Figure 1. Local utilization.
The die is cut into 19 by 27 equal tiles; dark blue is low, red is high, 0 to 100% covered.
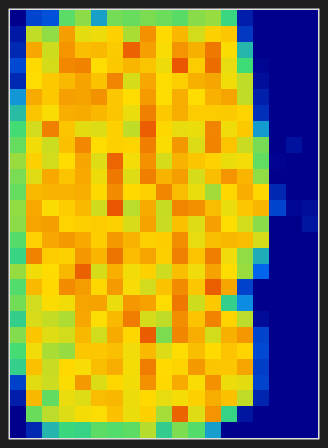
Figure 2. Placement view.
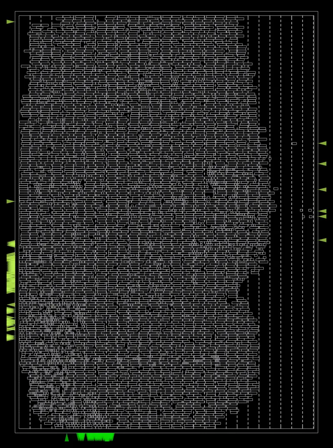
Figure 3. Wires at chosen ports, followed through buffers.
Drawn at 1 px/um.
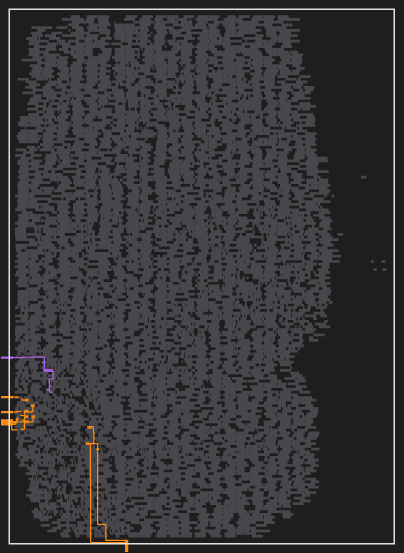
Figure 4. Signal wires on met1.
Drawn at 1 px/um. Supply wires on this layer in gray. Cells faint in the background.
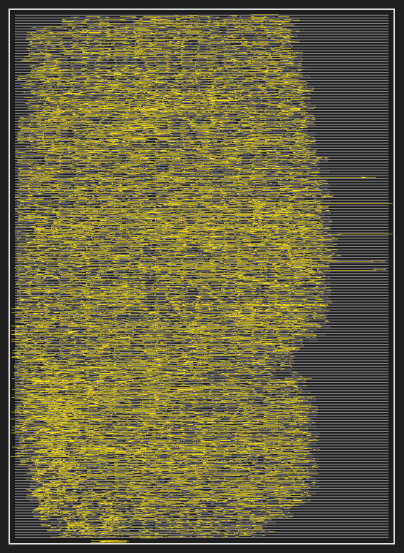
### config.mk
export PLATFORM = sky130hd
export DESIGN_NAME = cache_dm
export DESIGN_NICKNAME = d
export VERILOG_FILES = /design/src/rtl/cache_dm.sv
export SDC_FILE = /design/constraint.sdc
export NUM_CORES = 2
export LEC_CHECK = 0
export CORE_ASPECT_RATIO = 1.4
export CORE_MARGIN = 5
export CORE_UTILIZATION = 55
export DETAILED_ROUTE_END_ITERATION = 8
export PLACE_DENSITY = 0.74
export SLEW_MARGIN = 15
export SYNTH_ARGS = -nofsm -noshare
export SYNTH_HDL_FRONTEND = slang
export SYNTH_SLANG_ARGS = --single-unit
### constraint.sdc
create_clock -name clk -period 8.8 [get_ports clk]
set_input_delay 0.88 -clock clk [delete_from_list [all_inputs] [get_ports clk]]
set_output_delay 0.88 -clock clk [all_outputs]
set_load 0.005 [all_outputs]
### src/rtl/cache_dm.sv
// Direct-mapped, write-through, no-write-allocate cache between a CPU load/store port
// and a request/acknowledge memory bus, with bulk flush and saturating hit/miss counters.
module cache_dm #(
  parameter int ADDR_WIDTH = 16,
  parameter int DATA_WIDTH = 8,
  parameter int LINE_WORDS = 4,
  parameter int NUM_LINES  = 64
) (
  input  logic                  clk,
  input  logic                  rst,
  input  logic                  flush,
  input  logic                  cpu_req,
  input  logic                  cpu_we,
  input  logic [ADDR_WIDTH-1:0] cpu_addr,
  input  logic [DATA_WIDTH-1:0] cpu_wdata,
  output logic                  cpu_ready,
  output logic                  cpu_rvalid,
  output logic [DATA_WIDTH-1:0] cpu_rdata,
  output logic                  mem_req,
  output logic                  mem_we,
  output logic [ADDR_WIDTH-1:0] mem_addr,
  output logic [DATA_WIDTH-1:0] mem_wdata,
  input  logic                  mem_ack,
  input  logic [DATA_WIDTH-1:0] mem_rdata,
  output logic [15:0]           hit_count,
  output logic [15:0]           miss_count
);

  localparam int OFF_W = $clog2(LINE_WORDS);
  localparam int IDX_W = $clog2(NUM_LINES);
  localparam int LOC_W = OFF_W + IDX_W;
  localparam int TAG_W = ADDR_WIDTH - LOC_W;

  localparam logic [1:0] S_IDLE   = 2'd0;
  localparam logic [1:0] S_LOOKUP = 2'd1;
  localparam logic [1:0] S_FILL   = 2'd2;
  localparam logic [1:0] S_WRITE  = 2'd3;

  localparam logic [OFF_W-1:0] BEAT_LAST = OFF_W'(LINE_WORDS - 1);
  localparam logic [OFF_W-1:0] BEAT_ONE  = OFF_W'(1);
  localparam logic [OFF_W-1:0] BEAT_ZERO = OFF_W'(0);

  function automatic logic [15:0] sat_inc(input logic [15:0] v);
    return (v == 16'hFFFF) ? v : v + 16'd1;
  endfunction

  logic [1:0]            state_q, state_d;
  logic [ADDR_WIDTH-1:0] addr_q, addr_d;
  logic                  we_q, we_d;
  logic [DATA_WIDTH-1:0] wdata_q, wdata_d;
  logic [OFF_W-1:0]      beat_q, beat_d;
  logic [DATA_WIDTH-1:0] hold_q, hold_d;
  logic [NUM_LINES-1:0]  valid_q, valid_d;
  logic [15:0]           hit_cnt_q, hit_cnt_d;
  logic [15:0]           miss_cnt_q, miss_cnt_d;
  logic                  mem_req_q, mem_req_d;
  logic                  mem_we_q, mem_we_d;
  logic [ADDR_WIDTH-1:0] mem_addr_q, mem_addr_d;
  logic [DATA_WIDTH-1:0] mem_wdata_q, mem_wdata_d;
  logic                  cpu_rvalid_q, cpu_rvalid_d;
  logic [DATA_WIDTH-1:0] cpu_rdata_q, cpu_rdata_d;

  logic [DATA_WIDTH-1:0] data_mem [NUM_LINES*LINE_WORDS];
  logic [TAG_W-1:0]      tag_mem [NUM_LINES];
  logic [DATA_WIDTH-1:0] rd_data_q;
  logic [TAG_W-1:0]      rd_tag_q;

  logic [TAG_W-1:0]      tag_s;
  logic [IDX_W-1:0]      idx_s;
  logic [OFF_W-1:0]      off_s;
  logic                  cpu_ready_s;
  logic                  accept_s;
  logic                  ack_s;
  logic                  hit_s;
  logic                  arr_we_s;
  logic [LOC_W-1:0]      arr_waddr_s;
  logic [DATA_WIDTH-1:0] arr_wdata_s;
  logic                  tag_we_s;

  assign tag_s       = addr_q[ADDR_WIDTH-1:LOC_W];
  assign idx_s       = addr_q[LOC_W-1:OFF_W];
  assign off_s       = addr_q[OFF_W-1:0];
  assign cpu_ready_s = (state_q == S_IDLE) && !flush;
  assign accept_s    = cpu_req && cpu_ready_s;
  // An ack only counts while a request is actually outstanding.
  assign ack_s       = mem_ack && mem_req_q;
  assign hit_s       = valid_q[idx_s] && (rd_tag_q == tag_s);

  // Next-state and datapath decisions for the controller.
  always_comb begin
    state_d      = state_q;
    addr_d       = addr_q;
    we_d         = we_q;
    wdata_d      = wdata_q;
    beat_d       = beat_q;
    hold_d       = hold_q;
    valid_d      = valid_q;
    hit_cnt_d    = hit_cnt_q;
    miss_cnt_d   = miss_cnt_q;
    mem_req_d    = mem_req_q;
    mem_we_d     = mem_we_q;
    mem_addr_d   = mem_addr_q;
    mem_wdata_d  = mem_wdata_q;
    cpu_rvalid_d = 1'b0;
    cpu_rdata_d  = cpu_rdata_q;
    arr_we_s     = 1'b0;
    arr_waddr_s  = {LOC_W{1'b0}};
    arr_wdata_s  = {DATA_WIDTH{1'b0}};
    tag_we_s     = 1'b0;
    case (state_q)
      S_IDLE: begin
        if (flush) begin
          valid_d = {NUM_LINES{1'b0}};
        end else if (accept_s) begin
          addr_d  = cpu_addr;
          we_d    = cpu_we;
          wdata_d = cpu_wdata;
          state_d = S_LOOKUP;
        end else begin
          state_d = S_IDLE;
        end
      end
      S_LOOKUP: begin
        if (hit_s) begin
          hit_cnt_d = sat_inc(hit_cnt_q);
        end else begin
          miss_cnt_d = sat_inc(miss_cnt_q);
        end
        if (we_q) begin
          // Write-through: update the line only on a hit, always forward to memory.
          state_d     = S_WRITE;
          mem_req_d   = 1'b1;
          mem_we_d    = 1'b1;
          mem_addr_d  = addr_q;
          mem_wdata_d = wdata_q;
          if (hit_s) begin
            arr_we_s    = 1'b1;
            arr_waddr_s = addr_q[LOC_W-1:0];
            arr_wdata_s = wdata_q;
          end else begin
            arr_we_s = 1'b0;
          end
        end else if (hit_s) begin
          cpu_rdata_d  = rd_data_q;
          cpu_rvalid_d = 1'b1;
          state_d      = S_IDLE;
        end else begin
          beat_d     = BEAT_ZERO;
          state_d    = S_FILL;
          mem_req_d  = 1'b1;
          mem_we_d   = 1'b0;
          mem_addr_d = {tag_s, idx_s, BEAT_ZERO};
        end
      end
      S_FILL: begin
        if (ack_s) begin
          arr_we_s    = 1'b1;
          arr_waddr_s = {idx_s, beat_q};
          arr_wdata_s = mem_rdata;
          if (beat_q == off_s) begin
            hold_d = mem_rdata;
          end else begin
            hold_d = hold_q;
          end
          if (beat_q == BEAT_LAST) begin
            tag_we_s       = 1'b1;
            valid_d[idx_s] = 1'b1;
            cpu_rdata_d    = (beat_q == off_s) ? mem_rdata : hold_q;
            cpu_rvalid_d   = 1'b1;
            mem_req_d      = 1'b0;
            beat_d         = BEAT_ZERO;
            state_d        = S_IDLE;
          end else begin
            beat_d     = beat_q + BEAT_ONE;
            mem_addr_d = {tag_s, idx_s, beat_q + BEAT_ONE};
          end
        end else begin
          state_d = S_FILL;
        end
      end
      S_WRITE: begin
        if (ack_s) begin
          mem_req_d = 1'b0;
          mem_we_d  = 1'b0;
          state_d   = S_IDLE;
        end else begin
          state_d = S_WRITE;
        end
      end
      default: begin
        state_d   = S_IDLE;
        mem_req_d = 1'b0;
        mem_we_d  = 1'b0;
      end
    endcase
  end

  // Control and output registers; reset drops any in-flight request.
  always_ff @(posedge clk or posedge rst) begin
    if (rst) begin
      state_q      <= S_IDLE;
      addr_q       <= {ADDR_WIDTH{1'b0}};
      we_q         <= 1'b0;
      wdata_q      <= {DATA_WIDTH{1'b0}};
      beat_q       <= BEAT_ZERO;
      hold_q       <= {DATA_WIDTH{1'b0}};
      valid_q      <= {NUM_LINES{1'b0}};
      hit_cnt_q    <= 16'd0;
      miss_cnt_q   <= 16'd0;
      mem_req_q    <= 1'b0;
      mem_we_q     <= 1'b0;
      mem_addr_q   <= {ADDR_WIDTH{1'b0}};
      mem_wdata_q  <= {DATA_WIDTH{1'b0}};
      cpu_rvalid_q <= 1'b0;
      cpu_rdata_q  <= {DATA_WIDTH{1'b0}};
    end else begin
      state_q      <= state_d;
      addr_q       <= addr_d;
      we_q         <= we_d;
      wdata_q      <= wdata_d;
      beat_q       <= beat_d;
      hold_q       <= hold_d;
      valid_q      <= valid_d;
      hit_cnt_q    <= hit_cnt_d;
      miss_cnt_q   <= miss_cnt_d;
      mem_req_q    <= mem_req_d;
      mem_we_q     <= mem_we_d;
      mem_addr_q   <= mem_addr_d;
      mem_wdata_q  <= mem_wdata_d;
      cpu_rvalid_q <= cpu_rvalid_d;
      cpu_rdata_q  <= cpu_rdata_d;
    end
  end

  // Data and tag arrays: read launched at acceptance, consumed during LOOKUP.
  always_ff @(posedge clk) begin
    if (accept_s) begin
      rd_data_q <= data_mem[cpu_addr[LOC_W-1:0]];
      rd_tag_q  <= tag_mem[cpu_addr[LOC_W-1:OFF_W]];
    end
    if (arr_we_s) begin
      data_mem[arr_waddr_s] <= arr_wdata_s;
    end
    if (tag_we_s) begin
      tag_mem[idx_s] <= tag_s;
    end
  end

  assign cpu_ready  = cpu_ready_s;
  assign cpu_rvalid = cpu_rvalid_q;
  assign cpu_rdata  = cpu_rdata_q;
  assign mem_req    = mem_req_q;
  assign mem_we     = mem_we_q;
  assign mem_addr   = mem_addr_q;
  assign mem_wdata  = mem_wdata_q;
  assign hit_count  = hit_cnt_q;
  assign miss_count = miss_cnt_q;

endmodule

==> impl_metrics.json <==
{
  "yosysTopAreaCell": "edfxtp_1",
  "cp_data_arrival_time_ns": 5.80,
  "power-top-group": "registers",
  "ff_type": "edfxtp_1",
  "tightest_slew_ns": 1.27,
  "powerSeq_mw": 15.3,
  "postRouteAntennaNets": 0,
  "ys_area_sq_um": 107000,
  "grt_antenna_before_repair": 11,
  "ys_sh_aoi": 0.0292,
  "syn_area_sq_um": 107000,
  "whs_path_depth": 2,
  "ys_ff": 2744,
  "postCtsHoldBufs": 0,
  "pre_cts_slack_ns": 3.63,
  "cts_setup_buffers": 0,
  "logic_family": "multiplexers",
  "regArea_sq_um": 81600,
  "status": "complete, no violations",
  "critical-path-max-stage-delay_ns": 0.90,
  "crit_type": "reg -> reg",
  "cp.required_ns": 9.36,
  "nFillCells": 13110,
  "p_int_mw": 22.0,
  "wl_mm": 265,
  "yosysUniqueCellTypes": 60,
  "total_leakage_power_nw": 38.1,
  "drive_gt1_frac": 0.252,
  "power_frac_seq": 0.518,
  "cp_common_cell": "buf_4",
  "dpl.hpwl_mm": 160,
  "grt_pass1_vias": 56164,
  "via_per_inst": 6.61,
  "rows": 192,
  "cts_resized": 0,
  "clkTransAtPathRegs_ns": 0.07
}
About Figure 1:
17% of the tiles are nearly empty. The mean over all tiles is 57%. The fullest tile reaches 90%. 44% of the tiles are over 75% full.

About Figure 2:
post-layout util: 0.617
Tap Cells: 2,619

About Figure 3:
Purple shows mem_req, bits 1, direction output, edge west, end cells 1, buffers 1, wire 92.2 um. Orange shows cpu_wdata, bits 8, direction input, edge 6 west, 2 south, end cells 8, buffers 8, wire 441 um.

About Figure 4:
The layer holds 35% of the routed length. The wires run mostly horizontal.

## metal layers
layer	global-route usage	wire length, um	up-vias	share of wire
met2	0.429	134000	3194	0.51
met5	0	39	-	0.00015
met4	0.106	11800	6	0.045
li1	-	-	22198	-
met3	0.0510	25800	567	0.097
met1	0.344	93200	28560	0.35
## cells in the mapped netlist (all sizes together), types with 3 or more instances
| library cell | instances |
|---|---|
| buf | 153 |
| a221oi | 8 |
| nor2 | 186 |
| nand3b | 3 |
| xor2 | 19 |
| nor4 | 87 |
| o21ai | 54 |
| and4 | 3 |
| nand2 | 90 |
| a21oi | 140 |
| a311oi | 5 |
| a22oi | 170 |
| or3 | 3 |
| dfrtp | 168 |
| nand2b | 27 |
| a2111oi | 9 |
| mux2i | 106 |
| and2 | 14 |
| xnor2 | 21 |
| and3 | 8 |
| o22ai | 16 |
| a21o | 7 |
| o211ai | 22 |
| nor3 | 234 |
| inv | 13 |
| mux4 | 672 |
| nand3 | 40 |
| edfxtp | 2576 |
| mux2 | 68 |
| nor2b | 43 |
| nand4 | 20 |
| a211oi | 32 |
| ha | 7 |
| o2111ai | 3 |
| clkbuf | 208 |
| a21boi | 3 |
| or3b | 3 |
## area by class of cell
cell class,instances,share of cell area
Inverter,14,0.000478
Sequential cell,2744,0.678
Antenna cell,4,0.0000832
Timing Repair Buffer,298,0.0220
Tap cell,2619,0.0272
Clock inverter,156,0.0134
Clock buffer,272,0.0508
Multi-Input combinational cell,2137,0.208
## state kept, by name, indices dropped and copies added, names as in the netlist
name,flops
addr_q,16
beat_q,2
cpu_rdata,8
cpu_rvalid,1
data_mem,2048
hit_count,16
hold_q,8
mem_addr,16
mem_req,1
mem_wdata,8
mem_we,1
miss_count,16
rd_data_q,8
rd_tag_q,8
state_q,2
tag_mem,512
valid_q,64
wdata_q,8
we_q,1
Power is estimated from default activity; no workload was simulated.
